io_placement.png
(1.5 px per um) Pins as bars across the die edge, other pins in grey.
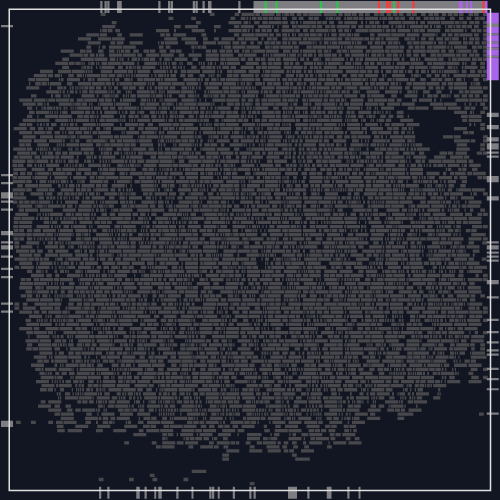
wires.png
(1 px per um) Two of the layers only.
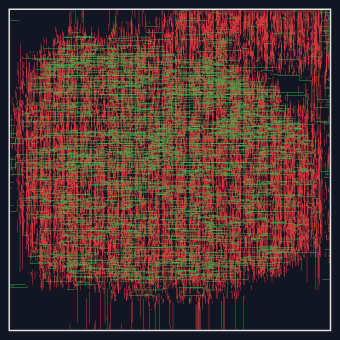
layer_met2.png
(1.5 px per um)
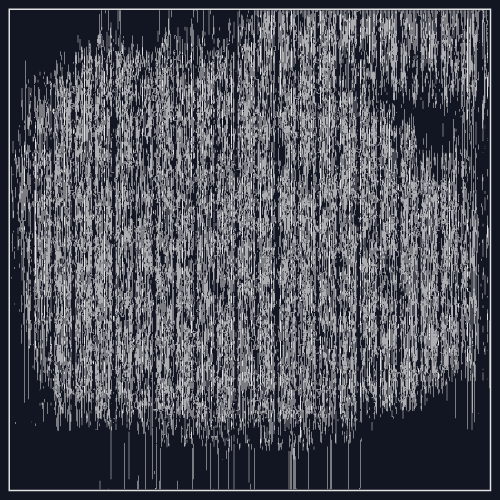
## config.mk

```make
export PLATFORM = sky130hd
export DESIGN_NAME = decode_flat
export DESIGN_NICKNAME = d
export VERILOG_FILES = /design/src/rtl/decode_if.sv /design/src/rtl/decode.sv /design/src/flat_wrapper.sv
export SDC_FILE = /design/constraint.sdc
export NUM_CORES = 2
export LEC_CHECK = 0
export CAP_MARGIN = 20
export CORE_UTILIZATION = 63
export CTS_BUF_LIST = sky130_fd_sc_hd__clkbuf_8
export CTS_CLUSTER_SIZE = 20
export DETAILED_ROUTE_END_ITERATION = 10
export GPL_ROUTABILITY_DRIVEN = 0
export PLACE_DENSITY = 0.87
export SKIP_CTS_REPAIR_TIMING = 1
export SYNTH_ARGS = -nofsm -noshare
export SYNTH_HDL_FRONTEND = slang
export SYNTH_SLANG_ARGS = --single-unit
```

## constraint.sdc

```tcl
create_clock -name clock -period 49.9 [get_ports clock]
set_input_delay 7.485 -clock clock [delete_from_list [all_inputs] [get_ports clock]]
set_output_delay 7.485 -clock clock [all_outputs]
set_load 0.01 [all_outputs]
```

## src/rtl/decode_if.sv

```systemverilog
// decode_if: fetch/writeback inputs and execute-side decode packet of the decode stage.
interface decode_if;
    logic [31:0] insn_in;
    logic [31:0] pc_in;
    logic        insn_valid;
    logic        stall_in;
    logic        wb_enable;
    logic [4:0]  wb_addr;
    logic [31:0] wb_data;
    logic        stall;
    logic        valid_out;
    logic [31:0] pc_out;
    logic [31:0] insn_out;
    logic [5:0]  opcode;
    logic [4:0]  rs;
    logic [4:0]  rt;
    logic [4:0]  rd;
    logic [4:0]  shamt;
    logic [5:0]  funct;
    logic [31:0] imm_sext;
    logic [31:0] rs_data;
    logic [31:0] rt_data;
    modport master (
        output insn_in, pc_in, insn_valid, stall_in, wb_enable, wb_addr, wb_data,
        input  stall, valid_out, pc_out, insn_out, opcode, rs, rt, rd, shamt, funct,
               imm_sext, rs_data, rt_data
    );
    modport slave (
        input  insn_in, pc_in, insn_valid, stall_in, wb_enable, wb_addr, wb_data,
        output stall, valid_out, pc_out, insn_out, opcode, rs, rt, rd, shamt, funct,
               imm_sext, rs_data, rt_data
    );
endinterface

```

## src/rtl/decode.sv

```systemverilog
// decode: MIPS decode stage with register file, write-through bypass,
// load-use hazard detection and a one-entry replay buffer.
module decode #(
    parameter logic [31:0] RESET_PC = 32'h80020000
) (
    input logic     clock,
    input logic     reset,
    decode_if.slave bus
);
    localparam logic [0:0] RUN  = 1'b0;
    localparam logic [0:0] HOLD = 1'b1;
    logic [0:0]  state;
    logic [31:0] regs [32];
    logic [31:0] buf_insn, buf_pc, src_insn, src_pc, src_rs_data, src_rt_data;
    logic [4:0]  src_rs, src_rt;
    logic        buf_valid, src_valid, is_load, hazard;
    assign buf_valid = state == HOLD;
    assign src_insn  = buf_valid ? buf_insn : bus.insn_in;
    assign src_pc    = buf_valid ? buf_pc : bus.pc_in;
    assign src_valid = buf_valid | bus.insn_valid;
    assign src_rs    = src_insn[25:21];
    assign src_rt    = src_insn[20:16];
    // Reads see a same-cycle writeback; index 0 is hardwired to zero.
    assign src_rs_data = src_rs == 5'd0 ? 32'd0 :
                         (bus.wb_enable && bus.wb_addr == src_rs) ? bus.wb_data : regs[src_rs];
    assign src_rt_data = src_rt == 5'd0 ? 32'd0 :
                         (bus.wb_enable && bus.wb_addr == src_rt) ? bus.wb_data : regs[src_rt];
    assign is_load = bus.opcode inside {6'h20, 6'h21, 6'h23, 6'h24, 6'h25};
    assign hazard  = bus.valid_out && is_load && bus.rt != 5'd0 &&
                     (bus.rt == src_rs || bus.rt == src_rt);
    assign bus.stall = hazard | bus.stall_in | buf_valid;
    assign bus.opcode   = bus.insn_out[31:26];
    assign bus.rs       = bus.insn_out[25:21];
    assign bus.rt       = bus.insn_out[20:16];
    assign bus.rd       = bus.insn_out[15:11];
    assign bus.shamt    = bus.insn_out[10:6];
    assign bus.funct    = bus.insn_out[5:0];
    assign bus.imm_sext = {{16{bus.insn_out[15]}}, bus.insn_out[15:0]};
    always_ff @(posedge clock or posedge reset) begin
        if (reset) begin
            for (int i = 0; i < 32; i++) regs[i] <= '0;
        end else if (bus.wb_enable && bus.wb_addr != 5'd0) begin
            regs[bus.wb_addr] <= bus.wb_data;
        end
    end
    always_ff @(posedge clock or posedge reset) begin
        if (reset) begin
            state    <= RUN;
            buf_insn <= '0;
            buf_pc   <= '0;
        end else if (state == RUN && bus.insn_valid && (hazard || bus.stall_in)) begin
            state    <= HOLD;
            buf_insn <= bus.insn_in;
            buf_pc   <= bus.pc_in;
        end else if (state == HOLD && !hazard && !bus.stall_in) begin
            state <= RUN;
        end
    end
    always_ff @(posedge clock or posedge reset) begin
        if (reset) begin
            bus.valid_out <= 1'b0;
            bus.pc_out    <= RESET_PC;
            bus.insn_out  <= '0;
            bus.rs_data   <= '0;
            bus.rt_data   <= '0;
        end else if (!bus.stall_in) begin
            if (hazard) begin
                bus.valid_out <= 1'b0;
                bus.insn_out  <= '0;
                bus.rs_data   <= '0;
                bus.rt_data   <= '0;
            end else if (src_valid) begin
                bus.valid_out <= 1'b1;
                bus.pc_out    <= src_pc;
                bus.insn_out  <= src_insn;
                bus.rs_data   <= src_rs_data;
                bus.rt_data   <= src_rt_data;
            end else begin
                bus.valid_out <= 1'b0;
            end
        end
    end
endmodule
```

## src/flat_wrapper.sv

```systemverilog
// flat-port wrapper written by rule: the top's interface ports become plain ports
module decode_flat 
#(
    parameter logic [31:0] RESET_PC = 32'h80020000
)
  (clock, reset, bus_insn_in, bus_pc_in, bus_insn_valid, bus_stall_in, bus_wb_enable, bus_wb_addr, bus_wb_data, bus_stall, bus_valid_out, bus_pc_out, bus_insn_out, bus_opcode, bus_rs, bus_rt, bus_rd, bus_shamt, bus_funct, bus_imm_sext, bus_rs_data, bus_rt_data);
  decode_if bus_i ();
  input logic clock;
  input logic reset;
  input wire logic [$bits(bus_i.insn_in)-1:0] bus_insn_in;
  input wire logic [$bits(bus_i.pc_in)-1:0] bus_pc_in;
  input wire logic [$bits(bus_i.insn_valid)-1:0] bus_insn_valid;
  input wire logic [$bits(bus_i.stall_in)-1:0] bus_stall_in;
  input wire logic [$bits(bus_i.wb_enable)-1:0] bus_wb_enable;
  input wire logic [$bits(bus_i.wb_addr)-1:0] bus_wb_addr;
  input wire logic [$bits(bus_i.wb_data)-1:0] bus_wb_data;
  output wire logic [$bits(bus_i.stall)-1:0] bus_stall;
  output wire logic [$bits(bus_i.valid_out)-1:0] bus_valid_out;
  output wire logic [$bits(bus_i.pc_out)-1:0] bus_pc_out;
  output wire logic [$bits(bus_i.insn_out)-1:0] bus_insn_out;
  output wire logic [$bits(bus_i.opcode)-1:0] bus_opcode;
  output wire logic [$bits(bus_i.rs)-1:0] bus_rs;
  output wire logic [$bits(bus_i.rt)-1:0] bus_rt;
  output wire logic [$bits(bus_i.rd)-1:0] bus_rd;
  output wire logic [$bits(bus_i.shamt)-1:0] bus_shamt;
  output wire logic [$bits(bus_i.funct)-1:0] bus_funct;
  output wire logic [$bits(bus_i.imm_sext)-1:0] bus_imm_sext;
  output wire logic [$bits(bus_i.rs_data)-1:0] bus_rs_data;
  output wire logic [$bits(bus_i.rt_data)-1:0] bus_rt_data;
  assign bus_i.insn_in = bus_insn_in;
  assign bus_i.pc_in = bus_pc_in;
  assign bus_i.insn_valid = bus_insn_valid;
  assign bus_i.stall_in = bus_stall_in;
  assign bus_i.wb_enable = bus_wb_enable;
  assign bus_i.wb_addr = bus_wb_addr;
  assign bus_i.wb_data = bus_wb_data;
  assign bus_stall = bus_i.stall;
  assign bus_valid_out = bus_i.valid_out;
  assign bus_pc_out = bus_i.pc_out;
  assign bus_insn_out = bus_i.insn_out;
  assign bus_opcode = bus_i.opcode;
  assign bus_rs = bus_i.rs;
  assign bus_rt = bus_i.rt;
  assign bus_rd = bus_i.rd;
  assign bus_shamt = bus_i.shamt;
  assign bus_funct = bus_i.funct;
  assign bus_imm_sext = bus_i.imm_sext;
  assign bus_rs_data = bus_i.rs_data;
  assign bus_rt_data = bus_i.rt_data;
  decode #(.RESET_PC(RESET_PC)) u_core (.clock(clock), .reset(reset), .bus(bus_i));
endmodule
```

==> run summary <==
Notes on the physical design

The CTS clock-pin slew for the worst setup and hold paths is 0.06 ns. The number of warnings issued by yosys is 0. The total vias in the final route is roughly 54000.

The startpoint type of the worst setup path is an input pin. The top cell types in the final layout, fill and taps aside, are sky130_fd_sc_hd__nand2_1 (1505), sky130_fd_sc_hd__dfrtp_1 (1215), sky130_fd_sc_hd__mux2_2 (992), sky130_fd_sc_hd__nand3_1 (393), sky130_fd_sc_hd__clkdlybuf4s50_1 (299). The xor and xnor fraction of the mapped netlist area is less than 1%. The count of port buffers added during placement is between 200 and 300. After floorplanning, the die was sized to cover between 100000 and 150000 um^2.

By area the synthesized netlist is led by sky130_fd_sc_hd__dfrtp_1 (48%), sky130_fd_sc_hd__mux2_2 (18%), sky130_fd_sc_hd__nand2_1 (9.0%), sky130_fd_sc_hd__nand3_1 (3.1%), sky130_fd_sc_hd__mux2i_1 (2.9%). In this run the remaining antenna-violating nets after routing total 0. Looking at the clock tree report, the H-tree level count equals 4.

For the worst flop-to-flop path, the logic depth is 10. The first global-routing pass estimated approximately 320000 um of wire. The tightest hold margin is between 0.4 and 0.5 ns.

The multi-input logic cell count is approximately 4400. The design has approximately 1200 sequential cells. In this run the standard cell core region covers between 100000 and 150000 um^2. By count the netlist is led by sky130_fd_sc_hd__nand2_1 (1521), sky130_fd_sc_hd__dfrtp_1 (1216), sky130_fd_sc_hd__mux2_2 (993). The report lists the power per cell area as around 42 nW/um^2. The most common flop cell mapped by yosys is sky130_fd_sc_hd__dfrtp_1. In the final timing run, aggregate negative setup slack is 0 ns. For this run, global-route usage on met2 was measured as just under 60%. The count of buffer and inverter cells on the critical path is 2. The layout has 4 inverters outside the clock class. The number of placed cells counting well taps is just over 7000. The leakage component of the power was reported as ~30 nW. The topmost layer with routed signal wires is met4. In this run the critical path is formed by clkdlybuf4s50_1, mux2_8, xnor2_1, nand3_1, o32ai_2, or3_1, clkdlybuf4s50_1. After Yosys synthesis, full adders, half adders and majority gates account for 0% of the synthesized area. Detailed routing placed a total of ~30000 um of wire on met3. For reference, the final report shows the max-slew violation count at 0. Buffers inserted during clock tree synthesis total approximately 190. The worst setup path is captured at an output port. Summed over all nets, the switching power comes to about 980 uW. The heaviest power group is sequential cells. Counting stages on the worst path, the most repeated cell is sky130_fd_sc_hd__clkdlybuf4s50_1.

In the global route stage, met3 resource usage came out at 12.9%. The hold violation total from the final report is 0. The sum of met2 wire segment lengths after detailed routing is a little over 90000 um. The terminus of the critical flop-to-flop path is u_core.bus.rs_data[2].

The critical path class is input pin to output port. The worst-case register-to-register setup slack is around 44 ns. The cell area after synthesis is 63600 um^2.

Once routing completed, OpenROAD measured the worst setup slack at around 32 ns. The async set-or-reset flop fraction in the synthesized netlist is 100%. The fraction of post-synthesis cell area in the top cell type by area is a little under half. The number of design rule violations left after detail routing is 0.

In this run, power in combinational logic comes to about 750 uW. The number of global-route vias before repair came to about 53000. The number of fillers in the final layout is 6655. The layout report gives the register share of total cell area as 43.1%. met1 track demand over resource after global routing is 50.8%. The worst-case clock skew is between 0.04 and 0.05 ns. The layout report lists the combined flip-flop and latch area as 30500 um^2. The tightest min-delay check is of the flip-flop to flip-flop type. The tap cell instance count is about 1300.

The number of max-capacitance violations reported is 0. The final layout contains approximately 6300 nets. The data arrival time reported for the critical path is about 11 ns. The run finished with clean final reports.

The final antenna diode tally reported by the flow is 9. TritonCTS built the clock tree. The post-route cell area is 70700 um^2. For this run, the share of the core covered by cells in the final layout is a little over two thirds. Summing all multi-input logic gate instances after layout gives ~31000 um^2.

Among the non-sequential cells, multiplexers take the most area. The number of flops mapped to enable cells by yosys is 0. The number of storage elements in the synthesis netlist is ~1200. The cell area reported after detailed placement is 66500 um^2. Of the post-synthesis cell area, the part taken by muxes is 24.2%. The maximum count of clock buffers along a single path is 3. The signed area change from the synthesized netlist to the final layout is 11.2%. The count of different cell masters after synthesis is 56. Total global-route track usage over all layers is 40.5%. For this design, the slowest cell found on the critical path is sky130_fd_sc_hd__mux2_8. After legalization and detailed placement, the total HPWL measured 111000 um. The overall power after layout is a little under 3 mW.

The most critical setup path has its startpoint at bus_insn_in[16]. The mean post-synth cell area is approximately 10 um^2. In this run, flip-flops and latches consume between 40% and 50% of the power. The detailed-route wire length on metal 1 is between 70000 and 80000 um.

The delay of the slowest cell on the worst path is between 0.7 and 0.8 ns. The required time of the critical path is 42.42 ns. Timing analysis after detailed placement gives a worst setup slack of ~32 ns. In this run, the combinational gates consume between 20% and 30% of the power. The final report lists a non-filler cell total of about 7600. STA lists the startpoint of the worst hold path as u_core.regs[995]. The horizontal die dimension reported for this design is ~320 um.

The flow reports power dissipated in the clock network as around 860 uW. Per STA, the endpoint of the critical path is bus_stall. The insertion delay at the late pin of the worst-skew pair is approximately 0.91 ns. The fraction of the yosys area taken by sequential cells is 47.9%. Setup repair after global routing left no endpoint under its margin. The synthesized-area fraction occupied by ao, oa, aoi and oai cells is between 8 and 9%. The clock net in this run drives a total of ~1200 sinks. The class occupying the most area after layout is reported as multi-input combinational cells. The clock period could shrink to about 18 ns. The source of the worst register-to-register timing path is u_core.buf_valid. The total wire length after detailed routing is around 210000 um.

For this configuration, the core starts out at a cell density of a little under two thirds. The actual transition at the worst max-transition pin is between 1 and 1.5 ns. More flip-flops sit in one register than any other, and that register is u_core.regs.

The end point of the worst hold path is u_core.regs[995]. The final tally of setup violations is 0. Entering global routing, the biggest net connects between 150 and 200 pins.

The count of routing violations after the opening detailed-route iteration is just under 10000. Global routing put the most usage on met2. The portion of total power attributed to the clock network is 29.3%. In this run switching power makes up 33.4% of total power. In this run the VDD rail shows a maximum IR drop of slightly above 30 uV. The chip area line of the yosys report is between 60000 and 70000 um^2. The final global-route overflow total is 0. The most popular library cell in the synthesized design by count is sky130_fd_sc_hd__nand2_1. The fraction of layout cells with a size suffix above 1 is between 20% and 30%. The layout report lists the clock-cell share of area as under 10%.

The worst hold path passes through 0 cells.
About io_placement.png:
legend:
  bus_opcode:
    colour: red
    pins: 6
    direction: output
    edge: top
  bus_rs:
    colour: green
    pins: 5
    direction: output
    edge: top
  bus_imm_sext:
    colour: purple
    pins: 32
    direction: output
    edge: 27 right, 5 top

About wires.png:
legend:
  metal 2:
    colour: red
    wire_length: 91.6 mm
  metal 3:
    colour: green
    wire_length: 29.9 mm

About layer_met2.png:
main direction: vertical
share of all routed wire: 44%
longest straight run: 107 um
nets with wire on the layer: 5419
wire length on this layer: 91.6 mm

Power and IR drop assume default switching activity.
